<file path="src/rtl/uart_stim_driver.sv">
// UART stimulus driver: a FIFO of queued bytes is serialised onto a registered tx line.
// The frame format, the bit period and an optional sticky run watchdog are set by parameters.
module uart_stim_driver #(
  parameter int CLKS_PER_BIT    = 868,
  parameter int DATA_BITS       = 8,
  parameter int PARITY          = 0,
  parameter int STOP_BITS       = 1,
  parameter int FIFO_DEPTH_LOG2 = 4,
  parameter bit IDLE_LEVEL      = 1'b1,
  parameter int TIMEOUT_CYCLES  = 0
) (
  input  logic                       EXCLK,
  input  logic                       btnC,
  input  logic                       tx_en,
  input  logic                       wr_en,
  input  logic [DATA_BITS-1:0]       wr_data,
  output logic                       full,
  output logic                       empty,
  output logic [FIFO_DEPTH_LOG2:0]   count,
  output logic                       overflow,
  output logic                       tx,
  output logic                       busy,
  output logic                       timeout
);
  localparam int DEPTH = 1 << FIFO_DEPTH_LOG2;
  localparam int PW    = FIFO_DEPTH_LOG2;
  localparam int CNW   = FIFO_DEPTH_LOG2 + 1;
  localparam int CW    = (CLKS_PER_BIT > 1) ? $clog2(CLKS_PER_BIT) : 1;

  typedef enum logic [2:0] {S_IDLE, S_START, S_DATA, S_PAR, S_STOP} state_t;

  logic [DATA_BITS-1:0] mem [DEPTH];
  logic [PW-1:0]        wptr, rptr;
  logic [CW-1:0]        baud;
  logic [2:0]           bitn;
  logic [DATA_BITS-1:0] sh, dat;
  state_t               state, state_nxt;
  logic                 push, pop, bit_end, last_bit, tx_nxt;

  assign full    = (count == CNW'(DEPTH));
  assign empty   = (count == '0);
  // A push against a full FIFO is dropped, even if a pop happens on the same edge.
  assign push    = wr_en && !full;
  assign bit_end = (baud == CW'(CLKS_PER_BIT - 1));

  always_comb begin
    state_nxt = state;
    last_bit  = 1'b0;
    case (state)
      S_IDLE:  if (tx_en && !empty) state_nxt = S_START;
      S_START: if (bit_end) state_nxt = S_DATA;
      S_DATA: begin
        last_bit = (bitn == 3'(DATA_BITS - 1));
        if (bit_end && last_bit) state_nxt = (PARITY != 0) ? S_PAR : S_STOP;
      end
      S_PAR:   if (bit_end) state_nxt = S_STOP;
      S_STOP: begin
        last_bit = (bitn == 3'(STOP_BITS - 1));
        if (bit_end && last_bit) state_nxt = (tx_en && !empty) ? S_START : S_IDLE;
      end
      default: state_nxt = S_IDLE;
    endcase
  end

  // tx only moves on a bit boundary or when a frame is launched from idle.
  always_comb begin
    busy   = (state != S_IDLE);
    pop    = (state_nxt == S_START) && (state != S_START);
    tx_nxt = tx;
    if (state == S_IDLE || bit_end) begin
      case (state_nxt)
        S_START: tx_nxt = ~IDLE_LEVEL;
        S_DATA:  tx_nxt = (state == S_START) ? sh[0] : sh[1];
        S_PAR:   tx_nxt = (PARITY == 1) ? ~^dat : ^dat;
        default: tx_nxt = IDLE_LEVEL;
      endcase
    end
  end

  always_ff @(posedge EXCLK) begin
    if (btnC) begin
      state    <= S_IDLE;
      tx       <= IDLE_LEVEL;
      baud     <= '0;
      bitn     <= '0;
      sh       <= '0;
      dat      <= '0;
      wptr     <= '0;
      rptr     <= '0;
      count    <= '0;
      overflow <= 1'b0;
    end else begin
      state <= state_nxt;
      tx    <= tx_nxt;
      if (state == S_IDLE || bit_end) baud <= '0;
      else                            baud <= baud + CW'(1);
      if (state_nxt != state) bitn <= '0;
      else if (bit_end)       bitn <= bitn + 3'd1;
      if (pop) begin
        sh   <= mem[rptr];
        dat  <= mem[rptr];
        rptr <= rptr + PW'(1);
      end else if (state == S_DATA && bit_end) begin
        sh <= sh >> 1;
      end
      if (push) wptr <= wptr + PW'(1);
      if (wr_en && full) overflow <= 1'b1;
      case ({push, pop})
        2'b10:   count <= count + CNW'(1);
        2'b01:   count <= count - CNW'(1);
        default: ;
      endcase
    end
  end

  always_ff @(posedge EXCLK) begin
    if (push && !btnC) mem[wptr] <= wr_data;
  end

  if (TIMEOUT_CYCLES != 0) begin : g_wd
    localparam int WW = $clog2(TIMEOUT_CYCLES + 1);
    logic [WW-1:0] wd;
    always_ff @(posedge EXCLK) begin
      if (btnC) begin
        wd      <= '0;
        timeout <= 1'b0;
      end else begin
        if (wd != WW'(TIMEOUT_CYCLES)) wd <= wd + WW'(1);
        if (wd == WW'(TIMEOUT_CYCLES - 1)) timeout <= 1'b1;
      end
    end
  end else begin : g_nowd
    assign timeout = 1'b0;
  end
endmodule

</file>
<file path="config.mk">
export PLATFORM = sky130hd
export DESIGN_NAME = uart_stim_driver
export DESIGN_NICKNAME = d
export VERILOG_FILES = /design/src/rtl/uart_stim_driver.sv
export SDC_FILE = /design/constraint.sdc
export NUM_CORES = 1
export LEC_CHECK = 0
export CORE_UTILIZATION = 62
export DETAILED_ROUTE_END_ITERATION = 8
export GPL_TIMING_DRIVEN = 0
export PLACE_DENSITY = 0.88
export SLEW_MARGIN = 0
export SYNTH_ARGS = -nofsm -noshare
export SYNTH_HDL_FRONTEND = slang
export SYNTH_SLANG_ARGS = --single-unit
export TNS_END_PERCENT = 10
</file>
<file path="constraint.sdc">
create_clock -name EXCLK -period 7.4 [get_ports EXCLK]
set_input_delay 0.74 -clock EXCLK [delete_from_list [all_inputs] [get_ports EXCLK]]
set_output_delay 0.74 -clock EXCLK [all_outputs]
set_load 0.03 [all_outputs]
</file>
==> flow_metrics.tcl <==
# metrics dict for downstream scripts
set metrics [dict create \
    route.detailed.wl_per_inst_um 20.8 \
    maxPowerGroup "sequential cells" \
    cp_num_buf_inv 5 \
    per_cell_via_count_in_the_routed_design 6.18 \
    routed-via-count 4062 \
    hold_path_origin "sh[7]$_SDFFE_PP0P_" \
    die_width_um 108 \
    final_area_sq_mm 0.00796 \
    layout-drive-gt1-share_pct 13.9 \
    syn-cell-area_sq_mm 0.00699 \
    outcome "finished, final reports clean" \
    hold_buffer_count_at_cts 0 \
    synth_seq_share_pct 67.3 \
    ys_area_sq_mm 0.00699 \
    power_sequential_mw 1.12 \
    hold_slack_ns 0.487 \
    global_route.overflow_total 0 \
    placedInstanceArea_sq_mm 0.00738 \
    hold_path_class "reg2reg" \
    logic_area_sq_mm 0.00213 \
    antenna_left 0 \
    skew_ns 0.00576 \
    hold_viol_final 0 \
    numPlacedInstances 625 \
    clkSinkCount 171 \
    critPathCaptureType "register" \
    clockRootBuffer "sky130_fd_sc_hd__clkbuf_16" \
    worst_setup_path_start_kind "register" \
    maxClockFrequency_mhz 250 \
    drc_errors 0 \
    warnings 31 \
    final_cell_count_no_fill 657 \
    worst_max_slew_pin_slew_ns 0.884 \
]
## worst max path at each step
stage                          from                     to  slack [ns]
2_1_floorplan  bitn[0]$_SDFFE_PP0P_  count[4]$_SDFFE_PP0P_        3.84
5_1_grt        bitn[0]$_SDFFE_PP0P_  count[4]$_SDFFE_PP0P_        3.16
4_1_cts        bitn[0]$_SDFFE_PP0P_  count[4]$_SDFFE_PP0P_        3.39
3_5_place_dp   bitn[0]$_SDFFE_PP0P_  count[4]$_SDFFE_PP0P_        3.40
3_3_place_gp   bitn[0]$_SDFFE_PP0P_  count[4]$_SDFFE_PP0P_        3.49
6_report       bitn[0]$_SDFFE_PP0P_  count[4]$_SDFFE_PP0P_        3.40
## kinds of logic after synthesis
family / share of synthesized area, %
DFF: 67.3
AOI/OAI and AO/OA: 5.85
buffers and inverters: 2.27
muxes: 11.3
other: 0.0536
xor gates and xnor gates: 2.00
and+or+nand+nor: 8.91
adders and majority gates: 2.33
## state kept, by name, indices dropped and copies added (netlist names), 3 cells and up, named ones only
| name | cells |
|---|---|
| baud | 10 |
| bitn | 3 |
| count | 5 |
| mem | 128 |
| rptr | 4 |
| sh | 8 |
| state | 3 |
| wptr | 4 |
## layer usage
layer | global-route usage [%] | wire (um) | vias to the layer above
met5 | 0 | 0 | -
met4 | 11.0 | 335 | 0
met3 | 8.86 | 1030 | 34
met2 | 41.5 | 6720 | 172
met1 | 32.0 | 5550 | 2010
li1 | - | - | 1846
## cell type report
type | count | share of cell area, %
well taps | 140 | 2.20
plain buffers | 27 | 1.43
inverters | 12 | 0.566
clock inverters | 5 | 0.346
repair buffers | 21 | 2.64
clock buffers | 27 | 6.99
flip-flops and latches | 171 | 59.1
multi-input cells | 254 | 26.8
## cell usage in the layout (no fill, tap or decap), types with 3 or more instances in the layout
master,n
sky130_fd_sc_hd__a211oi_1,6
sky130_fd_sc_hd__a21o_1,3
sky130_fd_sc_hd__a21oi_1,11
sky130_fd_sc_hd__a22oi_1,19
sky130_fd_sc_hd__and3_1,3
sky130_fd_sc_hd__buf_1,5
sky130_fd_sc_hd__buf_2,7
sky130_fd_sc_hd__clkbuf_1,18
sky130_fd_sc_hd__clkbuf_16,20
sky130_fd_sc_hd__clkbuf_8,3
sky130_fd_sc_hd__clkdlybuf4s50_1,21
sky130_fd_sc_hd__clkinv_2,3
sky130_fd_sc_hd__dfxtp_1,43
sky130_fd_sc_hd__edfxtp_1,128
sky130_fd_sc_hd__ha_1,13
sky130_fd_sc_hd__inv_1,12
sky130_fd_sc_hd__mux2i_1,6
sky130_fd_sc_hd__mux4_2,32
sky130_fd_sc_hd__nand2_1,21
sky130_fd_sc_hd__nand2b_1,4
sky130_fd_sc_hd__nand3_1,9
sky130_fd_sc_hd__nand3b_1,6
sky130_fd_sc_hd__nor2_1,55
sky130_fd_sc_hd__nor2b_1,3
sky130_fd_sc_hd__nor3_1,3
sky130_fd_sc_hd__o21ai_0,8
sky130_fd_sc_hd__or3_1,6
sky130_fd_sc_hd__xnor2_1,4
sky130_fd_sc_hd__xor2_1,12
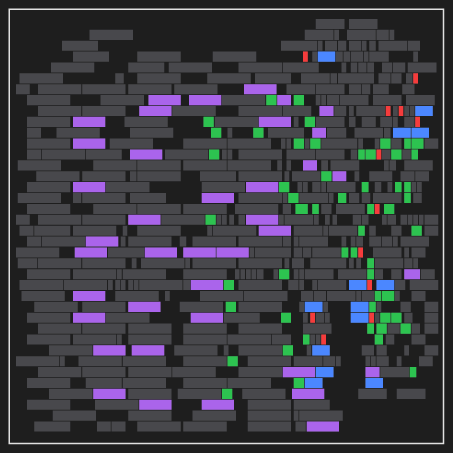
Figure 1: gate-type map.
Scale: 4 px per um.
legend:
  blue:
    family: adder and majority cells
    cells: 13
    most_used: ha_1
  green:
    family: inverting AOI/OAI gates
    cells: 54
    most_used: a22oi_1
  red:
    family: inverters
    cells: 12
    most_used: inv_1
  purple:
    family: multiplexers
    cells: 39
    most_used: mux4_2

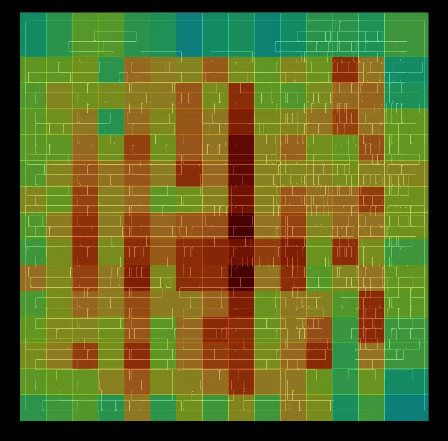
Figure 2: congestion heat map.
GRT met3 Usage: 8.86%
grt met2 use: 41.5%

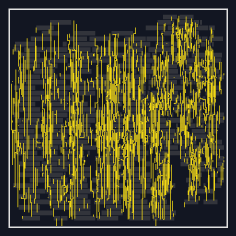
Figure 3: metal 2.
Scale: 2 px per um. Cells faint in the background.
nets with wire on the layer: 468
share of all routed wire: 49%
wire length on this layer: 6720 um
longest straight run: 49.6 um

